### Cell sizes after repair, run 1

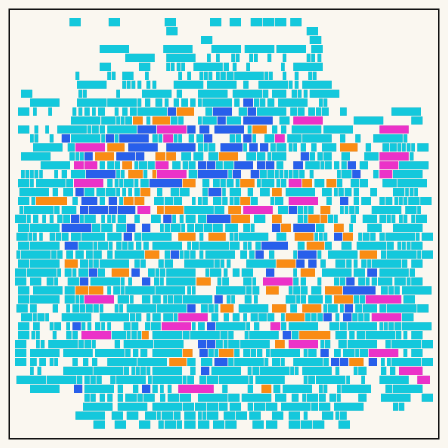
### Close-up of the layout, run 1

Window x 88 to 108, y 88 to 108 um. Cells in grey, sequential cells in the stronger grey; small squares are vias.
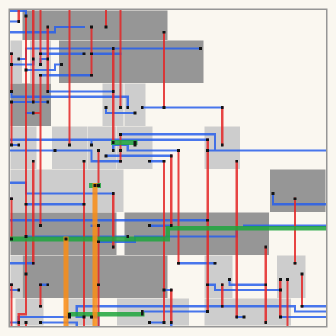
### Cell density map, run 1

The die is cut into 13 by 13 equal tiles; white is low, dark blue is high, 0 to 100% covered.
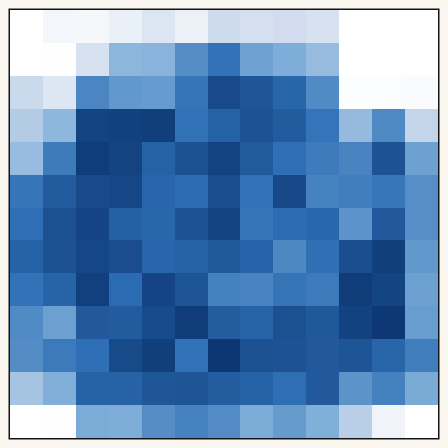
Design muldiv_unit, sky130hd; sources not shown.
==> commit_impl_results.txt, run 1 <==
Log flow metrics for this revision

* Hold buffers post-CTS: 1
- Maximum clock frequency: ~0.31 GHz
* Non-clock inverter count: 20
* Met3 Wirelength: approximately 1.4 mm
- Detailed Place HPWL: approximately 17 mm
- WHS Path Cells: 3
* Run status: finished clean
* Synth Seq Share: a little over two fifths
* Critical path, cell by cell: buf_6 -> and2_1 -> ha_2 -> o211ai_1 -> nor2_1 -> o41ai_1 -> buf_4 -> a211oi_2 -> o21ai_2 -> o21ai_2 -> a31o_1 -> a221oi_2 -> nand4_1 -> o21ai_1
- Count of yosys warnings during synthesis: 0
- Fillcell total: roughly 1.2k
- Across the whole layout, storage elements account for approximately 3500 um2.
- The layer flagged by global routing as most heavily used is met2.
- Among the stages of the critical path, the cell type that occurs most often is sky130_fd_sc_hd__o21ai_2.
* Stage delay of the slowest cell on the critical path: 0.46 ns
- The tightest hold path in the finished design has a slack of 0.433 ns.
- Of the total standard cell area in the layout, the sequential portion is between 30% and 40%.
- The first global-routing pass estimated 38.9 mm of wire.
* Element type at the critical path start: register
- Hold-check failures listed in the final report amount to 0.
- Comb/total area: about 45%
* WP depth: 14
- After clock tree synthesis, the setup repair step added 5 buffers.
- The buffer_ports step reported a buffer count of between 100 and 150.
* Count of final setup violators: 0
- Combinational fraction of design power: approximately 60%
- The power report shows net switching accounting for between 40% and 50% of the total.
- Top power consumer group: combinational logic
- Max-slew violations: 0
* Detail-routed via count per cell: 6.04
* Antenna-violating nets left: 0
- In this run the cell area of the synthesized design comes to 8220 um2.
- The number of antenna violations at the first check in global routing came to 0.
- The finished cells cover about 11,000 um2.
- The die is between 100 and 150 um tall.
- DR vias: approximately 8.0k
* Post-route total power: roughly 11,000 uW
- The arrival time of data at the worst endpoint is listed as about 3.6 ns.
- For reference, the placement row count at floorplan is roughly 46.
* Logic area: 4870 um2
- In the synthesized netlist the async set-or-reset flop fraction comes to 100%.
- Clock sink count: 140
- After global routing the overflow that remains totals 0.
- Root Buffer: sky130_fd_sc_hd__clkbuf_16
- After layout the clock buffers and inverters come to 5.59% of cell area.
* Fraction of final layout cells sized beyond drive strength 1: roughly 16%
- Detailed routing placed a total of 12.2 mm of wire on met2.
- Once placement completed, the tool counted placed cells totaling about 1.3k.
- Bufs and invs on worst path: 2
* Fin nets: 1,207
* Clock-net power: 1930 uW
* CTS tree: built
- Family of cells with the greatest summed delay on the critical path: AND-OR/OR-AND gates
* Most numerous logic cell after layout: sky130_fd_sc_hd__nand2_1
- between 700 and 800 cells are multi-input combinational gates.
- Leading cell kind: combinational gates
* Most frequent logic cells in the routed design: sky130_fd_sc_hd__nand2_1, sky130_fd_sc_hd__dfrtp_1, sky130_fd_sc_hd__clkdlybuf4s50_1
- The setup check on the worst reg-to-reg path leaves a slack of about 0.17 ns.
- Cell with the most instances after synthesis: sky130_fd_sc_hd__nand2_1
- Psw: between 5000 and 6000 uW
* Total of cells resized after clock tree synthesis: 39
* All-Layer GR Usage: 30.8%
* Uppermost layer routed: met4
- The OpenROAD report gives the critical path a required time of 3.76 ns.
- At the placement stage, the worst setup path has a slack of -0.0315 ns.
- Number of clock buffers in the layout: 17
- Entering global routing, the biggest net connects between 90 and 100 pins.
- Top cell type by total area after synthesis: sky130_fd_sc_hd__dfrtp_1
- Per report_power, the Combinational row totals 6580 uW.
About 'Cell sizes after repair':
Key: magenta = drive 6 and up [cells 31, share 2.8%]; blue = drive 3 to 4 [cells 91, share 8.1%]; orange = drive 2 [cells 62, share 5.6%]; cyan = drive 1 or less [cells 933, share 84%]
area added between synthesis and finish: 32.1%
post-route setup slack: 0.171 ns

About 'Close-up of the layout':
Key: orange = met4; green = met3; blue = met1; red = met2
Most frequent: dfrtp_1 (5), and2_1 (4), nand2_1 (4). Sequential cells in the window: 5. 21 logic cells have their middle in the window.

About 'Cell density map':
The fullest tile reaches 97%. The mean over all tiles is 63%. 7.7% of the tiles are nearly empty. 44% of the tiles are over 75% full.
floorplan-stage core utilization: 51.5%
Std-Cell Core Area: 15,900 um2
post-layout utilization of the core: 68.1%

==> run 2: changes to the inputs <==
--- a/config.mk
+++ b/config.mk
@@ -10,6 +10,7 @@
 export DETAILED_ROUTE_END_ITERATION = 7
 export MAX_ROUTING_LAYER = met4
 export PLACE_DENSITY = 0.88
+export RECOVER_POWER = 50
 export SETUP_SLACK_MARGIN = 0.4
 export SYNTH_ARGS = -nofsm -noshare
 export SYNTH_HDL_FRONTEND = slang
==> run 2 against run 1 <==
Net effect: largest cell class unchanged; non-clock buffer count did not move; register-to-register slack barely moved; largest power group unchanged; the run now ends with max-capacitance violations, max-slew violations left; clock skew rose by 0.0010 ns.
==> commit_impl_results.txt, run 2 <==
Log flow metrics for this revision

- The worst path uses 95.1% of the clock period.
* Met3 Wirelength: 1.40 mm (+2.1%)
- The iteration count recorded for the first detailed-route pass is 5.
- The combined global-route utilization of all metal layers was 30.8% (unchanged).
* Count of placed standard cells including taps: 1,291 (unchanged)
- The combinational share of cell area came to 44.9% (about the same).
- On the reported timing paths, the clock transition at the registers reads about 0.07 ns.
* Fraction of final layout cells sized beyond drive strength 1: 16.5% (unchanged)
- Pin count of the biggest net entering global routing: 92 (unchanged)
- The data arrival at the endpoint of the critical path came to 3.60 ns (about the same).
- Bufs and invs on worst path: 2 (unchanged)
- The detailed router put a total of approximately 9.6 mm of wire on met1.
- During tapcell insertion the tool placed ~220 well taps.
* Most numerous logic cell after layout: sky130_fd_sc_hd__nand2_1
- Critical path type: reg2reg
* Met2 routed wirelength: 12.1 mm (-0.42%)
* Number of instances in the synthesized netlist: slightly below 1k
* Biggest fanout along the worst timing path: 14
* Total of cells resized after clock tree synthesis: 39 (unchanged)
- Register bit count reported by yosys: ~140
- Number of warning messages in the logs: 29
- The number of fillers in the final layout was 1,206 (+0.17%).
* Root Buffer: sky130_fd_sc_hd__clkbuf_16
* Net switching fraction of the power: 45.4% (about the same)
- Post-route setup slack: 0.165 ns (-0.00602 ns)
- Detail-routed via count per cell: 6.02 (-0.26%)
- Cts bufs inserted: 17
* Flip-flop count of the largest register, all copies and words added: ~64
- The total net switching power was 5120 uW (about the same).
* Post CTS Setup Buffer Count: 5 (unchanged)
- Element type at the critical path start: register
- The number of hold-slack violations in the final timing report came to 0 (unchanged).
- Unique cell type count in the Yosys netlist: approximately 66
- Remaining global-route overflow: 0 (unchanged)
- The class occupying the most area after layout is reported as combinational gates.
- Per STA, the library cell used most along the worst path is sky130_fd_sc_hd__o21ai_2.
- The run finished, with violations left.
- Looking at the power breakdown, the clock network takes between 15 and 20% of the total.
- For this run, the script counts the antenna cells in the layout as 0.
- Post-Synthesis Net Count: ~1.1k
- Clock sink count: 140 (unchanged)
* First-pass GRT wire length: 38.9 mm (unchanged)
* Antenna-violating nets left: 0 (unchanged)
- The commonest cells after synthesis are sky130_fd_sc_hd__nand2_1, sky130_fd_sc_hd__dfrtp_1, sky130_fd_sc_hd__nor2_1.
- In the routed design, unresolved DRC markers number 0.
* Buffers from clock root to sink, at most: 2
- Cell area after placement: around 9700 um2
- The worst register-to-register path depth is 14.
- The plain and repair buffers instantiated in the layout total about 170.
- Worst hold path class: in2reg
- The slew check shows that the tightest pin keeps a relative margin of -41.1%.
- Summed standard-cell area reported by yosys: 8220 um2
* Number of H-tree levels: 4
- Clock-net power: 1930 uW (about the same)
- Stage delay of the slowest cell on the critical path: 0.46 ns (about the same)
* Placement Setup Slack: -0.0315 ns (unchanged)
- Non-clock inverter count: 20 (unchanged)
- Internal Pwr Total: about 6100 uW
- Setup crit end kind: register
* Setup repair after global routing missed its margin: yes
- Maximum clock frequency: 0.309 GHz (-0.19%)
- Weighted congestion at the end of routability-driven global placement: around 0.94
- Max-slew violations: 85 (+85)
- Std-Cell Core Area: 15,900 um2 (unchanged)
- After detailed routing, no signal wire sits above met4.
- In this design, the largest share of critical-path delay is due to AND-OR/OR-AND gates.
- Synthesized-area fraction occupied by xor and xnor cells: around 3.2%
* Post-layout utilization of the core: 68.1% (about the same)
- CTS tree: built
- Fin nets: 1,207 (unchanged)
* Total power per unit cell area: between 1000 and 1500 nW/um2
* Count of final setup violators: 0 (unchanged)
- Sequential power for this build is 2750 uW.
- Portion of the layout cell area used by non-clock buffers: ~14%
* Count of yosys warnings during synthesis: 0 (unchanged)
- There are 140 flip-flops and latches.
- And-or/or-and share of the synthesized area: 19.1%
- Detailed Place HPWL: 16.7 mm (unchanged)
* Most frequent logic cells in the routed design: sky130_fd_sc_hd__nand2_1, sky130_fd_sc_hd__dfrtp_1, sky130_fd_sc_hd__nor2_1
* Dominant flop cell: sky130_fd_sc_hd__dfrtp_1
- Synth logic family: simple AND/OR/NAND/NOR gates
* Max-Cap Viols: 1
* Number of global-route vias before repair: 7,997
- Adding up every negative setup slack in the final design gives 0 ns.
* DR vias: 8,024 (-0.26%)
- The initial standard-cell utilization of the core came to 51.5% (unchanged).
- The most frequently used library cell after synthesis is sky130_fd_sc_hd__nand2_1.
* Detailed-route wire length per cell: 18.5 um
- Reported combinational group power: 6580 uW (about the same)
* Skew-Pair Late Insertion Delay: roughly 0.44 ns
* Synth Seq Share: 42.7% (unchanged)
- Required time of the critical path: 3.77 ns (about the same)
- In the power breakdown, the biggest contributor is combinational logic.
- Post-synth mux share: ~1.6%
- The share of synthesized area in the top cell type comes to ~42%.
- Per the post-synthesis stats, the area per cell is 8.32 um2.
- The slack of the worst reg-to-reg path is 0.17 ns (about the same).
- IR Drop Worst-Case VDD: roughly 0.6 mV
- Total wirelength of the detailed-routed design: 24.6 mm
- Final critical-path required period: between 3 and 4 ns
- Slew @ Worst Pin: ~2.1 ns
- Area added between synthesis and finish: 32.1% (about the same)
* Number of design-rule violations left by the first detailed-router iteration: between 600 and 700
* WHS Path Cells: 3 (unchanged)
- After synthesis, the design contains about 990 cells according to Yosys.
- Global routing consumed, on the met1 layer, roughly a third of the routing resources.
* Number of cell rows: 46 (unchanged)
- Hold buffers post-CTS: 1 (unchanged)
- After floorplanning, the die was sized to cover 16,900 um2.
* Number of multi-input combinational cells in the layout: 759 (unchanged)
- Number of clock buffers in the layout: 17 (unchanged)
- Simple-Gate Area Share: about a quarter
- Cell with the largest stage delay on the worst path: sky130_fd_sc_hd__dfrtp_2
* Critical path, cell by cell: buf_6 -> and2_1 -> ha_2 -> o211ai_1 -> nor2_1 -> o41ai_1 -> buf_4 -> a211oi_2 -> o21ai_2 -> o21ai_2 -> a31o_1 -> a221oi_2 -> nand4_1 -> o21ai_1
* Combinational fraction of design power: 58.4% (about the same)
* Top cell type by total area after synthesis: sky130_fd_sc_hd__dfrtp_1
* Top area cell types: sky130_fd_sc_hd__dfrtp_1, sky130_fd_sc_hd__nand2_1, sky130_fd_sc_hd__ha_1
- Initial antenna violation count: 0 (unchanged)
- Number of I/O pins: 104
* Busiest layer in global routing: met2
- WP depth: 14 (unchanged)
- Pleak: 0.00484 uW
* Cell area after synthesis: 8220 um2 (unchanged)
* Post-route total power: 11,300 uW (about the same)
* Register share of the cell area: 32.3% (about the same)
* Area of all sequential standard cells: 3510 um2 (unchanged)
- After the flow finishes, the layout carries non-filler instances totaling approximately 1.3k.
- The clock network contribution to total cell area is 5.59% (about the same).
- Global routing consumed, on the met2 layer, around half of the routing resources.
- Worst clock skew: ~0.012 ns
- Summing the areas of all fa, ha and maj instances in the mapped netlist gives 5.27% of the synthesized area.
- Logic area: 4870 um2 (unchanged)
- Async set-or-reset flop fraction in the synthesized netlist: 100% (unchanged)
* Final std cell area, no fill: 10,800 um2 (about the same)
* WHS: 0.430 ns (-0.00277 ns)
* Part of the power in registers: between 20% and 30%
- The checks that failed: max-capacitance violations, max-slew violations.
### Pin placement, run 2

Scale bar: 50 um. Pins as bars across the die edge, other pins in grey.
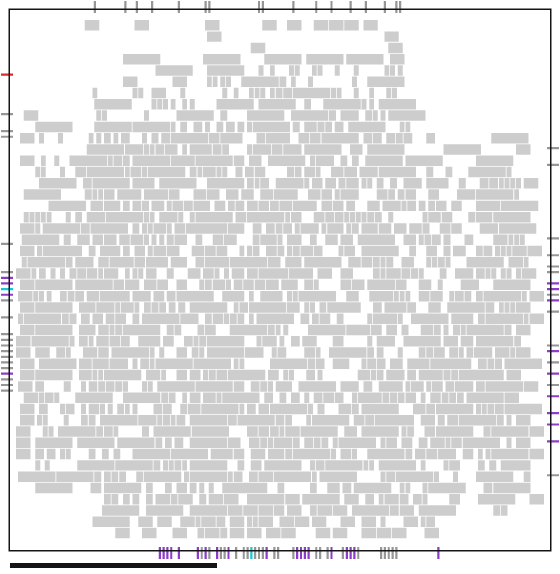
Key: cyan = `op` [pins 2, direction input, edge 1 left, 1 bottom]; red = `clk` [pins 1, direction input, edge left]; purple = `result` [pins 32, direction output, edge 19 bottom, 9 right, 4 left]
All pins by edge: 43 bottom, 23 left, 21 right, 17 top.
height of the die: 130 um
count of input and output buffers: 103
Die Wd: 130 um

Power is estimated from default activity; no workload was simulated.
